Figure 1. Met3 routing.
Scale: 4 px per µm. Cells faint in the background.
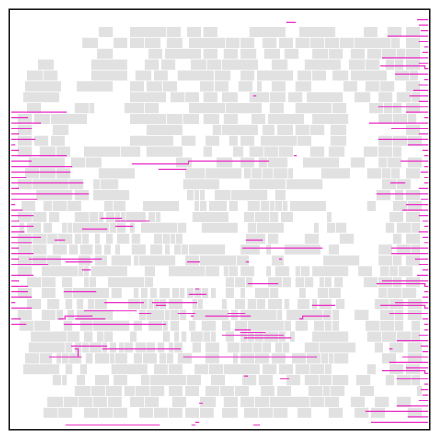
Figure 2. M2 wires.
Scale: 4 px per µm. Cells faint in the background.
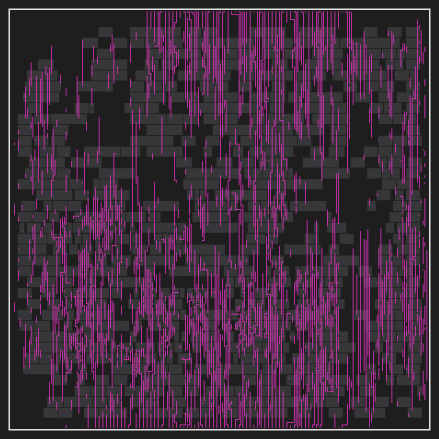
Figure 3. Routing congestion map.
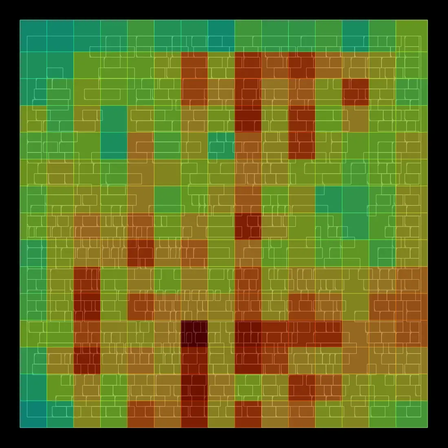
===== src/rtl/mem_refill_arbiter_if.sv =====
// Bus bundle between the refill arbiter, the two cache refill engines and the memory model.
// master = arbiter side, slave = caches/memory side.
interface mem_refill_arbiter_if #(
   parameter int ADDR_W     = 32,
   parameter int DATA_W     = 32,
   parameter int LINE_WORDS = 4
);
   localparam int IDX_W = $clog2(LINE_WORDS);

   logic              i_IReq;
   logic [ADDR_W-1:0] i_IAddr;
   logic              i_DReq;
   logic              i_DWe;
   logic [ADDR_W-1:0] i_DAddr;
   logic [DATA_W-1:0] i_DWData;
   logic [IDX_W-1:0]  o_DWordIdx;
   logic              o_IFillValid;
   logic              o_DFillValid;
   logic [IDX_W-1:0]  o_FillIdx;
   logic [DATA_W-1:0] o_FillData;
   logic              o_IDone;
   logic              o_DDone;
   logic              o_IBusy;
   logic              o_DBusy;
   logic              mem_req;
   logic              mem_we;
   logic [ADDR_W-1:0] mem_addr;
   logic [DATA_W-1:0] mem_wdata;
   logic              mem_ack;
   logic [DATA_W-1:0] mem_rdata;

   modport master (
      input  i_IReq, i_IAddr, i_DReq, i_DWe, i_DAddr, i_DWData, mem_ack, mem_rdata,
      output o_DWordIdx, o_IFillValid, o_DFillValid, o_FillIdx, o_FillData,
             o_IDone, o_DDone, o_IBusy, o_DBusy, mem_req, mem_we, mem_addr, mem_wdata
   );

   modport slave (
      output i_IReq, i_IAddr, i_DReq, i_DWe, i_DAddr, i_DWData, mem_ack, mem_rdata,
      input  o_DWordIdx, o_IFillValid, o_DFillValid, o_FillIdx, o_FillData,
             o_IDone, o_DDone, o_IBusy, o_DBusy, mem_req, mem_we, mem_addr, mem_wdata
   );
endinterface


===== src/rtl/mem_refill_arbiter.sv =====
// Shares one main-memory port between I-cache refills and D-cache refill/write-back,
// running a fixed-length line burst over a req/ack handshake for one owner at a time.
module mem_refill_arbiter #(
   parameter int ADDR_W     = 32,
   parameter int DATA_W     = 32,
   parameter int LINE_WORDS = 4
) (
   input  logic                 Clk,
   input  logic                 Rst,
   mem_refill_arbiter_if.master bus
);
   localparam int IDX_W = $clog2(LINE_WORDS);
   localparam int OFF_W = IDX_W + 2;
   localparam logic [ADDR_W-1:0] LINE_MASK = {{(ADDR_W-OFF_W){1'b1}}, {OFF_W{1'b0}}};
   localparam logic [IDX_W-1:0]  LAST_IDX  = IDX_W'(LINE_WORDS - 1);

   typedef enum logic [1:0] {IDLE, XFER, DONE} state_t;

   state_t            state_reg, state_next;
   logic              owner_reg, owner_next;            // 1 = D side
   logic              last_grant_reg, last_grant_next;  // 1 = D side
   logic [IDX_W-1:0]  idx_reg, idx_next;
   logic [ADDR_W-1:0] addr_reg, addr_next;
   logic              ifill_reg, ifill_next;
   logic              dfill_reg, dfill_next;
   logic [IDX_W-1:0]  fill_idx_reg, fill_idx_next;
   logic [DATA_W-1:0] fill_data_reg, fill_data_next;
   logic              xfer_we;
   logic              grant_d;

   always_ff @(posedge Clk or posedge Rst) begin
      if (Rst) begin
         state_reg      <= IDLE;
         owner_reg      <= 1'b0;
         last_grant_reg <= 1'b0;
         idx_reg        <= '0;
         addr_reg       <= '0;
         ifill_reg      <= 1'b0;
         dfill_reg      <= 1'b0;
         fill_idx_reg   <= '0;
         fill_data_reg  <= '0;
      end else begin
         state_reg      <= state_next;
         owner_reg      <= owner_next;
         last_grant_reg <= last_grant_next;
         idx_reg        <= idx_next;
         addr_reg       <= addr_next;
         ifill_reg      <= ifill_next;
         dfill_reg      <= dfill_next;
         fill_idx_reg   <= fill_idx_next;
         fill_data_reg  <= fill_data_next;
      end
   end

   // On a tie the side that did not own the previous burst wins.
   assign grant_d = bus.i_DReq && (!bus.i_IReq || !last_grant_reg);
   assign xfer_we = (state_reg == XFER) && owner_reg && bus.i_DWe;

   always_comb begin
      state_next      = state_reg;
      owner_next      = owner_reg;
      last_grant_next = last_grant_reg;
      idx_next        = idx_reg;
      addr_next       = addr_reg;
      ifill_next      = 1'b0;
      dfill_next      = 1'b0;
      fill_idx_next   = fill_idx_reg;
      fill_data_next  = fill_data_reg;
      case (state_reg)
         IDLE: begin
            if (bus.i_IReq || bus.i_DReq) begin
               owner_next = grant_d;
               idx_next   = '0;
               addr_next  = (grant_d ? bus.i_DAddr : bus.i_IAddr) & LINE_MASK;
               state_next = XFER;
            end
         end
         XFER: begin
            if (bus.mem_ack) begin
               // idx wraps to 0 after the last word, ready for the next grant.
               idx_next  = idx_reg + IDX_W'(1);
               addr_next = addr_reg + ADDR_W'(4);
               if (!xfer_we) begin
                  ifill_next     = !owner_reg;
                  dfill_next     = owner_reg;
                  fill_idx_next  = idx_reg;
                  fill_data_next = bus.mem_rdata;
               end
               if (idx_reg == LAST_IDX) begin
                  state_next      = DONE;
                  last_grant_next = owner_reg;
               end
            end
         end
         DONE:    state_next = IDLE;
         default: state_next = IDLE;
      endcase
   end

   assign bus.mem_req      = (state_reg == XFER);
   assign bus.mem_we       = xfer_we;
   assign bus.mem_addr     = addr_reg;
   assign bus.mem_wdata    = xfer_we ? bus.i_DWData : '0;
   assign bus.o_IFillValid = ifill_reg;
   assign bus.o_DFillValid = dfill_reg;
   assign bus.o_FillIdx    = fill_idx_reg;
   assign bus.o_FillData   = fill_data_reg;
   assign bus.o_IDone      = (state_reg == DONE) && !owner_reg;
   assign bus.o_DDone      = (state_reg == DONE) && owner_reg;
   assign bus.o_IBusy      = bus.i_IReq || (!owner_reg && state_reg != IDLE);
   assign bus.o_DBusy      = bus.i_DReq || (owner_reg && state_reg != IDLE);
   assign bus.o_DWordIdx   = owner_reg ? idx_reg : '0;
endmodule

===== src/flat_wrapper.sv =====
// flat-port wrapper written by rule: the top's interface ports become plain ports
module mem_refill_arbiter_flat 
#(
   parameter int ADDR_W     = 32,
   parameter int DATA_W     = 32,
   parameter int LINE_WORDS = 4
)
  (Clk, Rst, bus_i_IReq, bus_i_IAddr, bus_i_DReq, bus_i_DWe, bus_i_DAddr, bus_i_DWData, bus_mem_ack, bus_mem_rdata, bus_o_DWordIdx, bus_o_IFillValid, bus_o_DFillValid, bus_o_FillIdx, bus_o_FillData, bus_o_IDone, bus_o_DDone, bus_o_IBusy, bus_o_DBusy, bus_mem_req, bus_mem_we, bus_mem_addr, bus_mem_wdata);
  mem_refill_arbiter_if #(.ADDR_W(ADDR_W), .DATA_W(DATA_W), .LINE_WORDS(LINE_WORDS)) bus_i ();
  input  logic Clk;
  input  logic Rst;
  input wire logic [$bits(bus_i.i_IReq)-1:0] bus_i_IReq;
  input wire logic [$bits(bus_i.i_IAddr)-1:0] bus_i_IAddr;
  input wire logic [$bits(bus_i.i_DReq)-1:0] bus_i_DReq;
  input wire logic [$bits(bus_i.i_DWe)-1:0] bus_i_DWe;
  input wire logic [$bits(bus_i.i_DAddr)-1:0] bus_i_DAddr;
  input wire logic [$bits(bus_i.i_DWData)-1:0] bus_i_DWData;
  input wire logic [$bits(bus_i.mem_ack)-1:0] bus_mem_ack;
  input wire logic [$bits(bus_i.mem_rdata)-1:0] bus_mem_rdata;
  output wire logic [$bits(bus_i.o_DWordIdx)-1:0] bus_o_DWordIdx;
  output wire logic [$bits(bus_i.o_IFillValid)-1:0] bus_o_IFillValid;
  output wire logic [$bits(bus_i.o_DFillValid)-1:0] bus_o_DFillValid;
  output wire logic [$bits(bus_i.o_FillIdx)-1:0] bus_o_FillIdx;
  output wire logic [$bits(bus_i.o_FillData)-1:0] bus_o_FillData;
  output wire logic [$bits(bus_i.o_IDone)-1:0] bus_o_IDone;
  output wire logic [$bits(bus_i.o_DDone)-1:0] bus_o_DDone;
  output wire logic [$bits(bus_i.o_IBusy)-1:0] bus_o_IBusy;
  output wire logic [$bits(bus_i.o_DBusy)-1:0] bus_o_DBusy;
  output wire logic [$bits(bus_i.mem_req)-1:0] bus_mem_req;
  output wire logic [$bits(bus_i.mem_we)-1:0] bus_mem_we;
  output wire logic [$bits(bus_i.mem_addr)-1:0] bus_mem_addr;
  output wire logic [$bits(bus_i.mem_wdata)-1:0] bus_mem_wdata;
  assign bus_i.i_IReq = bus_i_IReq;
  assign bus_i.i_IAddr = bus_i_IAddr;
  assign bus_i.i_DReq = bus_i_DReq;
  assign bus_i.i_DWe = bus_i_DWe;
  assign bus_i.i_DAddr = bus_i_DAddr;
  assign bus_i.i_DWData = bus_i_DWData;
  assign bus_i.mem_ack = bus_mem_ack;
  assign bus_i.mem_rdata = bus_mem_rdata;
  assign bus_o_DWordIdx = bus_i.o_DWordIdx;
  assign bus_o_IFillValid = bus_i.o_IFillValid;
  assign bus_o_DFillValid = bus_i.o_DFillValid;
  assign bus_o_FillIdx = bus_i.o_FillIdx;
  assign bus_o_FillData = bus_i.o_FillData;
  assign bus_o_IDone = bus_i.o_IDone;
  assign bus_o_DDone = bus_i.o_DDone;
  assign bus_o_IBusy = bus_i.o_IBusy;
  assign bus_o_DBusy = bus_i.o_DBusy;
  assign bus_mem_req = bus_i.mem_req;
  assign bus_mem_we = bus_i.mem_we;
  assign bus_mem_addr = bus_i.mem_addr;
  assign bus_mem_wdata = bus_i.mem_wdata;
  mem_refill_arbiter #(.ADDR_W(ADDR_W), .DATA_W(DATA_W), .LINE_WORDS(LINE_WORDS)) u_core (.Clk(Clk), .Rst(Rst), .bus(bus_i));
endmodule

===== config.mk =====
export PLATFORM = sky130hd
export DESIGN_NAME = mem_refill_arbiter_flat
export DESIGN_NICKNAME = d
export VERILOG_FILES = /design/src/rtl/mem_refill_arbiter_if.sv /design/src/rtl/mem_refill_arbiter.sv /design/src/flat_wrapper.sv
export SDC_FILE = /design/constraint.sdc
export NUM_CORES = 1
export LEC_CHECK = 0
export CAP_MARGIN = 20
export CORE_MARGIN = 1.5
export CORE_UTILIZATION = 40
export DETAILED_ROUTE_END_ITERATION = 10
export GPL_ROUTABILITY_DRIVEN = 0
export PLACE_DENSITY = 0.83
export SKIP_CTS_REPAIR_TIMING = 1
export SLEW_MARGIN = 20
export SYNTH_ARGS = -nofsm -noshare
export SYNTH_HDL_FRONTEND = slang
export SYNTH_SLANG_ARGS = --single-unit

===== constraint.sdc =====
create_clock -name Clk -period 7.4 [get_ports Clk]
set_clock_uncertainty 0.1 [all_clocks]
set_input_delay 1.48 -clock Clk [delete_from_list [all_inputs] [get_ports Clk]]
set_output_delay 1.48 -clock Clk [all_outputs]
set_load 0.01 [all_outputs]

==> summary.rpt <==
=== SYNTHESIS / PLACE & ROUTE SUMMARY ===
----------------------------------------------------
[Yosys]
  Area share of the largest cell type after synthesis ........................ 0.4349
  Comb area leader ........................ simple AND/OR/NAND/NOR gates
  Share of synthesized cell area in and, or, nand and nor gates ........................ 0.2229
  Post-synthesis compound-gate area fraction ........................ 0.1293
  Avg Inst Size Synth ........................ 9.887 µm²
  Cell area leaders ........................ sky130_fd_sc_hd__dfrtp_1 43%, sky130_fd_sc_hd__mux2_2 11%, sky130_fd_sc_hd__and2_1 5.9%, sky130_fd_sc_hd__mux2i_1 4.6%, sky130_fd_sc_hd__nand3_1 3.0%
  Post-synthesis async set-or-reset flop share ........................ 1.000
  Cell area after synthesis ........................ 4143 µm²
  Number of storage elements in the synthesis netlist ........................ 72
  Adder-cell share of the synthesized area ........................ 0.006040
  # Cells Yosys ........................ 419
  Number of flops mapped to enable cells by yosys ........................ 0
  Commonest cells post-synth ........................ 72 x sky130_fd_sc_hd__dfrtp_1, 42 x sky130_fd_sc_hd__mux2_2, 39 x sky130_fd_sc_hd__and2_1

[Routing]
  Wire length per cell after detailed routing ........................ 17.41 µm
  Residual DRC count ........................ 0
  Amount of wire on met2 after detailed routing ........................ 6968 µm
  1st-iter DRT viols ........................ 253
  Antenna viol nets, final ........................ 0
  Length of the first detailed-routing pass in iterations ........................ 5

[Pwr]
  Total sequential power ........................ 0.000771 W
  VDD IR max ........................ 0.1923 mV
  Clock network power ........................ 0.000314 W
  Proportion of power drawn by flip-flops and latches ........................ 0.319
  Overall power consumption ........................ 0.002419 W

[Layout]
  Number of logic gates ........................ 311
  Final Instance Area ........................ 6735 µm²
  Flop share of the area ........................ 0.2675
  Final-layout non-clock buffer area share ........................ 0.3530
  Largest class ........................ buffers
  Area overhead of the layout relative to synthesis ........................ 62.58%
  Number of standard cells in the final layout excluding fillers ........................ 775
  Most frequent cells in the layout ........................ 231 x sky130_fd_sc_hd__clkdlybuf4s50_1, 72 x sky130_fd_sc_hd__dfrtp_1, 42 x sky130_fd_sc_hd__mux2_2, 39 x sky130_fd_sc_hd__and2_1, 28 x sky130_fd_sc_hd__nand2_1
  Flop area ........................ 1802 µm²

[Placement]
  Total instance count after detailed placement ........................ 758
  Buffers on Ports ........................ 231
  Post-detail-place hpwl ........................ 9998 µm

[Hold path]
  Hold Crit Class ........................ reg -> reg
  Worst min-delay path endpoint ........................ u_core.bus.o_FillIdx[1]$_DFFE_PP0P_

[STA]
  Shortest clock period the worst path allows after layout ........................ 5255 ps
  Setup repair after global routing missed its margin ........................ no
  Worst hold-check slack ........................ 407.8 ps
  Final worst-path setup slack ........................ 2145 ps

[Floorplanning]
  Well-Tap Cells ........................ 133

[Clocking]
  Cell at the root of the clock tree ........................ sky130_fd_sc_hd__clkbuf_8

[GRT]
  Via count of the first global-routing pass ........................ 4226

[Worst setup path]
  Slowest cell on crit path ........................ sky130_fd_sc_hd__and3_1
  Data required, critical path ........................ 5820 ps
  Reg2Reg Launch Point ........................ u_core.state_reg[1]$_DFFE_PP0P_

[Status]
  Outcome ........................ complete, no violations

----------------------------------------------------
Notes on Figure 1 above:
The layer carries 972 µm of wire. 146 nets have wire on it. The wires run mostly horizontal. The layer holds 7.2% of the routed length.
via count: 4227
routed wire length: 13500 µm
grt met3 use: 0.04679

Notes on Figure 2 above:
The layer carries 6970 µm of wire. The wires run mostly vertical. The layer holds 52% of the routed length. 687 nets have wire on it. The longest straight run is 63.1 µm.

Notes on Figure 3 above:
met1 demand-to-capacity share in global routing: 0.2848
GRT Util Overall: 0.2459
Finished Core Util: 0.6797
global routing met2 resource utilization: 0.4407

Power figures rest on the tool's default switching activity, not on a simulated workload.
